**config.mk**
```make
export PLATFORM = sky130hd
export DESIGN_NAME = reg_file
export DESIGN_NICKNAME = d
export VERILOG_FILES = /design/src/rtl/reg_file_pkg.sv /design/src/rtl/reg_file_scoreboard.sv /design/src/rtl/reg_file.sv
export SDC_FILE = /design/constraint.sdc
export NUM_CORES = 2
export LEC_CHECK = 0
export CORE_ASPECT_RATIO = 1.25
export CORE_MARGIN = 2
export CORE_UTILIZATION = 60
export CTS_CLUSTER_DIAMETER = 200
export DETAILED_ROUTE_END_ITERATION = 7
export GPL_ROUTABILITY_DRIVEN = 0
export PLACE_DENSITY = 0.78
export SLEW_MARGIN = 20
export SYNTH_ARGS = -nofsm -noshare
export SYNTH_HDL_FRONTEND = slang
export SYNTH_SLANG_ARGS = --single-unit
```
**constraint.sdc**
```tcl
create_clock -name clk -period 75.8 [get_ports clk]
set_input_delay 18.95 -clock clk [delete_from_list [all_inputs] [get_ports clk]]
set_output_delay 18.95 -clock clk [all_outputs]
set_load 0.05 [all_outputs]
```
**src/rtl/reg_file_pkg.sv**
```systemverilog
// Shared types and sizes for the register file and its scoreboard.
// Optional feature: REG_FILE_BYPASS_EN enables writeback-to-read bypass.
package reg_file_pkg;

    localparam int REG_ADDR_W = 5;
    localparam int REG_COUNT  = 32;
    localparam int XLEN       = 32;

    typedef logic [REG_ADDR_W-1:0] reg_idx_t;

    typedef struct packed {
        reg_idx_t addr_rs1;
        reg_idx_t addr_rs2;
    } reg_file_read_params_t;

endpackage

```
**src/rtl/reg_file_scoreboard.sv**
```systemverilog
// Pending-write scoreboard: busy bits set on allocation, cleared on writeback,
// and the read stall derived from them. REG_FILE_BYPASS_EN lets a same-cycle writeback clear a hazard.
module reg_file_scoreboard
    import reg_file_pkg::*;
(
    input  logic                 clk,
    input  logic                 rst,
    input  logic                 rd_req_i,
    input  reg_idx_t             addr_rs1_i,
    input  reg_idx_t             addr_rs2_i,
    input  logic                 alloc_valid_i,
    input  reg_idx_t             alloc_rd_i,
    input  logic                 wb_valid_i,
    input  reg_idx_t             wb_rd_i,
    output logic                 rd_stall_o,
    output logic [REG_COUNT-1:0] busy_o
);

    logic [REG_COUNT-1:0] busy_q, busy_d;
    logic                 hz1, hz2;

    // Allocation is applied after the clear so a same-cycle alloc+wb leaves the bit set.
    always_comb begin
        busy_d = busy_q;
        if (wb_valid_i)
            busy_d[wb_rd_i] = 1'b0;
        if (alloc_valid_i && alloc_rd_i != '0)
            busy_d[alloc_rd_i] = 1'b1;
        busy_d[0] = 1'b0;
    end

    always_ff @(posedge clk or posedge rst) begin
        if (rst)
            busy_q <= '0;
        else
            busy_q <= busy_d;
    end

    always_comb begin
        hz1 = (addr_rs1_i != '0) && busy_q[addr_rs1_i];
        hz2 = (addr_rs2_i != '0) && busy_q[addr_rs2_i];
`ifdef REG_FILE_BYPASS_EN
        if (wb_valid_i && wb_rd_i == addr_rs1_i)
            hz1 = 1'b0;
        if (wb_valid_i && wb_rd_i == addr_rs2_i)
            hz2 = 1'b0;
`endif
    end

    assign rd_stall_o = rd_req_i && (hz1 || hz2);
    assign busy_o     = busy_q;

endmodule

```
**src/rtl/reg_file.sv**
```systemverilog
// 32x32 register file with two registered read ports gated by a pending-write scoreboard.
// Optional feature: REG_FILE_BYPASS_EN forwards same-cycle writeback data into a granted read.
module reg_file
    import reg_file_pkg::*;
(
    input  logic                  clk,
    input  logic                  rst,
    input  reg_file_read_params_t rd_params,
    input  logic                  rd_req,
    output logic                  rd_stall,
    output logic                  rd_ack,
    output logic [XLEN-1:0]       rs1_data,
    output logic [XLEN-1:0]       rs2_data,
    input  logic                  alloc_valid,
    input  logic [REG_ADDR_W-1:0] alloc_rd,
    input  logic                  wb_valid,
    input  logic [REG_ADDR_W-1:0] wb_rd,
    input  logic [XLEN-1:0]       wb_data,
    output logic [REG_COUNT-1:0]  busy
);

    logic [XLEN-1:0] regs_q [REG_COUNT];
    logic [XLEN-1:0] rs1_q, rs1_d, rs2_q, rs2_d;
    logic [XLEN-1:0] rs1_src, rs2_src;
    logic            rd_ack_q, rd_ack_d;
    logic            grant;

    reg_file_scoreboard u_sb (
        .clk          (clk),
        .rst          (rst),
        .rd_req_i     (rd_req),
        .addr_rs1_i   (rd_params.addr_rs1),
        .addr_rs2_i   (rd_params.addr_rs2),
        .alloc_valid_i(alloc_valid),
        .alloc_rd_i   (alloc_rd),
        .wb_valid_i   (wb_valid),
        .wb_rd_i      (wb_rd),
        .rd_stall_o   (rd_stall),
        .busy_o       (busy)
    );

    assign grant = rd_req && !rd_stall;

    always_comb begin
        rs1_src = (rd_params.addr_rs1 == '0) ? '0 : regs_q[rd_params.addr_rs1];
        rs2_src = (rd_params.addr_rs2 == '0) ? '0 : regs_q[rd_params.addr_rs2];
`ifdef REG_FILE_BYPASS_EN
        if (wb_valid && wb_rd != '0 && wb_rd == rd_params.addr_rs1)
            rs1_src = wb_data;
        if (wb_valid && wb_rd != '0 && wb_rd == rd_params.addr_rs2)
            rs2_src = wb_data;
`endif
    end

    // Operand registers hold their last granted value across stalls and idle cycles.
    always_comb begin
        rd_ack_d = grant;
        rs1_d    = grant ? rs1_src : rs1_q;
        rs2_d    = grant ? rs2_src : rs2_q;
    end

    always_ff @(posedge clk or posedge rst) begin
        if (rst) begin
            rd_ack_q <= 1'b0;
            rs1_q    <= '0;
            rs2_q    <= '0;
        end else begin
            rd_ack_q <= rd_ack_d;
            rs1_q    <= rs1_d;
            rs2_q    <= rs2_d;
        end
    end

    always_ff @(posedge clk or posedge rst) begin
        if (rst) begin
            for (int i = 0; i < REG_COUNT; i++)
                regs_q[i] <= '0;
        end else if (wb_valid && wb_rd != '0) begin
            regs_q[wb_rd] <= wb_data;
        end
    end

    assign rd_ack   = rd_ack_q;
    assign rs1_data = rs1_q;
    assign rs2_data = rs2_q;

endmodule

```
==> images/io_fan.png <==
(1.5 px per um)
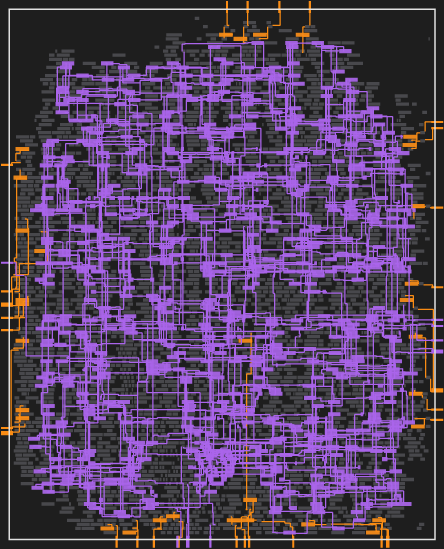
Orange stands for rs1_data, bits 32, direction output, edge 11 south, 9 west, 8 east, 4 north, end cells 32, wire 1,260 um. Purple stands for rd_params, bits 10, direction input, edge 5 east, 4 south, 1 west, end cells 826, wire 28.1 mm.

==> images/flops_by_reg.png <==
(1 px per um)
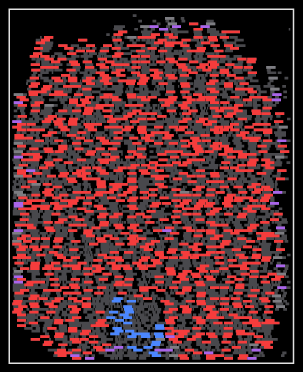
Red stands for regs_q, flops 1,024, where spread over the die. Blue stands for u_sb.busy_o, flops 31, where south. Purple stands for rs1_data, flops 32, where spread over the die.
Another 33 sequential cells are not coloured.

==> out/metrics.yaml <==
worst_setup_path:
  r2r_cells: 7
  worst_setup_path_start_kind: "primary input"
  cp-end-kind: "output port"
  cp-endpoint: "rd_stall"
  arrival_ns: 22.88
  startpoint: "rd_params[2]"
  ff2ff_setup_slack_ns: 71.98
  timing.rr.start: "u_sb.busy_o[15]$_DFF_PP0_"
  critPathRequiredTime_ns: 56.85
  critPathMaxFanout: 60
  crit_type: "primary input to output port"
  rr_endpoint: "rs2_data[17]$_DFFE_PP0P_"
synthesis:
  async_flop_share_pct: 100
  synth.top_cell.area_share_pct: 48.1
  yosys_cells: 3666
  yosys.stat.seqShare_pct: 48.1
  top_logic_kind: "multiplexers"
  yosysWarnings: 0
  ys_sh_adder_pct: 0
  ys_sh_mux_pct: 45.0
  syn_inst: 3666
  yosys.area.top_type: "dfrtp_1"
  edf_count: 0
  ys.flops: 1120
  syn_area_mm2: 0.0583
  ys.flop_type: "dfrtp_1"
  yosys.area_share.simple_pct: 1.89
  xor_area_share_pct: 0
  topCellsByArea: "dfrtp_1 (48%), mux4_2 (24%), mux2_2 (20%), clkbuf_1 (1.6%), mux2i_1 (0.84%)"
  synth_cell_type_count: 46
  aoi_share_pct: 1.66
  avgSynthCellArea_um2: 15.9
  syn-num-nets: 3723
  yosys_area_mm2: 0.0583
clock_tree:
  root_buffer: "clkbuf_16"
  clock_latency_ns: 0.71
  clock_sink_count: 1120
  ctsResizeCount: 0
  postCtsSetupRepairBufs: 0
  cts_tree: "done"
  htree_levels: 3
  hold_buffers: 0
  clk_path_buf_depth: 3
  cts.clk_slew.worst_paths_ns: 0.06
place:
  dp_slack_ns: 34.11
  postPlaceCellArea_mm2: 0.0604
  dp.final_hpwl_mm: 96.9
  numPortBuffers: 153
job:
  tool_warnings: 35
  maxCapViolations: 0
floorplan:
  die_h_um: 352
  rows: 127
  chip_area_mm2: 0.0997
  core_area_mm2: 0.0961
  initCoreUtil_pct: 60.6
  fp.dieW_um: 283
  io_pins: 155
global_routing:
  grt_pass1_vias: 38600
  grt_start_max_net_pins: 187
  antenna_found_initial: 7
  gr-total-overflow: 0
  track_usage_pct: 34.7
  grt_pass1_wl_mm: 252
power_and_ir_drop:
  p_leak_nw: 27.3
  p_total_w: 0.00185
  ir_drop_v: 0.0000299
  power_density_mw_per_mm2: 28.8
route:
  dr.pass1.iters: 5
  drtIter0Drc: 3638
  ant_nets: 0
  routed_wl_mm: 169
  drc: 0
  detail_route.wl_per_cell_um: 33.8
  vias: 35900
  viasPerCell: 7.18
sta:
  setup_tns_ns: 0
  relSlewSlack_pct: 24.0
  finalCriticalPeriod_ns: 41.83
  setup_viol: 0
  hold_violations: 0
  final_max_slew_viol_count: 0
  rsz0062_at_grt: "no"
  worstMarginPinSlew_ns: 1.14
  hold_ws_ns: 0.395
  fin_worst_skew_ns: 0.0333
  min_period_over_period_pct: 55.2
  max_freq_ghz: 0.0239
  fin_ws_ns: 33.97
layout:
  drive_above_1_share_pct: 53.7
  area_growth_pct: 10.4
  fillCellCount: 6466
  nNetsFinal: 3652
  final_area_mm2: 0.0643
min_path:
  min_path_type: "register to register"
status:
  status: "complete, no violations"
==> images/wires.png <==
(1 px per um)
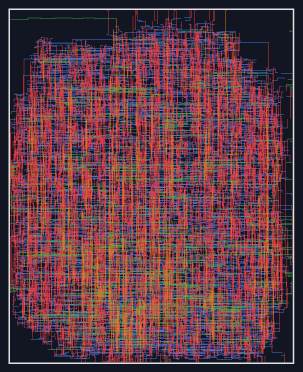
Blue stands for metal 1, wire length 61.7 mm. Orange stands for metal 4, wire length 9,730 um. Green stands for metal 3, wire length 13,000 um. Red stands for metal 2, wire length 84.2 mm.

==> images/clocks.png <==
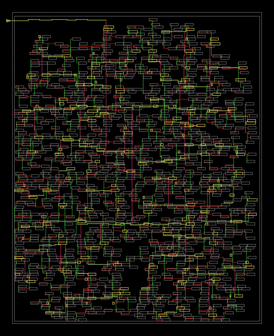
Num CTS Buffers: 113
clock network power: 0.000587 W

[placed cells by master, fill, tap and decap left out, drive strengths merged, types with 40 or more instances in the layout]
cell / count
nand2: 86
mux4: 614
mux2i: 49
buf: 78
clkbuf: 164
inv: 40
o21ai: 93
dfrtp: 1120
mux2: 1058
clkdlybuf4s50: 142
[area by class of cell]
class	count	area (um2)	share of cell area, %
repair buffers	222	2130	3.31
well taps	1290	1610	2.51
clock inverters	50	591	0.918
multi-input cells	2101	28500	44.3
inverters	37	146	0.228
flip-flops and latches	1120	28000	43.6
diodes	8	20.0	0.0311
clock buffers	162	3310	5.15
[Yosys cell counts, drive strengths merged, types with 2 or more instances]
cell    count
or2         2
o21ai      93
buf       155
mux2     1058
and3        2
nand4       2
nor2       23
mux2i      49
nor3       35
and3b       3
mux4      614
dfrtp    1120
inv        35
nand2      86
nand2b      2
nand3       8
or3b        2
a21oi       2
nand3b      8
a22oi       3
clkbuf    253
nor3b       9
a22o       16
clkinv      2
nor2b      37
a221oi      2
a211oi     32
[worst max-delay path, cell delays in order]
cell	delay [ns]
clkbuf_8	0.56
buf_4	0.93
nand2b_1	0.21
o211ai_1	0.22
a211oi_1	0.08
a221oi_1	0.53
o21a_1	0.38
clkdlybuf4s50_1	0.97
[where the power goes]
part | switching [W] | total, W | internal (W)
Sequential | 0.0000966 | 0.000817 | 0.000720
Clock | 0.000245 | 0.000587 | 0.000342
Combinational | 0.000204 | 0.000450 | 0.000246
[logic make-up after synthesis]
| logic type | count (synthesis) |
|---|---|
| AOI/OAI and AO/OA | 157 |
| buffers and inverters | 445 |
| DFF | 1120 |
| muxes | 1721 |
| other | 1 |
| and+or+nand+nor | 222 |
[worst min path at each step]
stage                                     endpoint                      from  slack, ns  cells after the start
after CTS                 regs_q[1005]$_DFFE_PP0P_  regs_q[1005]$_DFFE_PP0P_       0.40                      0
after detailed placement  regs_q[1022]$_DFFE_PP0P_  regs_q[1022]$_DFFE_PP0P_       0.38                      0
after floorplan           regs_q[1000]$_DFFE_PP0P_  regs_q[1000]$_DFFE_PP0P_       0.44                      1
final                     regs_q[1022]$_DFFE_PP0P_  regs_q[1022]$_DFFE_PP0P_       0.40                      0
after global placement    regs_q[1001]$_DFFE_PP0P_  regs_q[1001]$_DFFE_PP0P_       0.38                      0
after global routing      regs_q[1004]$_DFFE_PP0P_  regs_q[1004]$_DFFE_PP0P_       0.41                      0
[routing by layer]
metal	vias to the layer above	share of wire (%)	track usage, %
met5	-	0	0
met1	19400	37	44.8
met2	1885	50	55.7
li1	14000	-	-
met3	551	7.7	6.85
met4	0	5.8	18.6
[sequential cells by signal (all words and copies together) (netlist names)]
name	count
rd_ack	1
regs_q	1024
rs1_data	32
rs2_data	32
u_sb.busy_o	31
[through the flow]
| step | util [%] | instances |
|---|---|---|
| after floorplan | - | 3666 |
| after global placement | 62.8 | 4770 |
| after detailed placement | 62.8 | 4770 |
| after CTS | 66.9 | 4982 |
| after global routing | 66.9 | 4988 |
| final | 66.9 | 4990 |
No activity file was given, so power comes from the tool's default toggle rates.
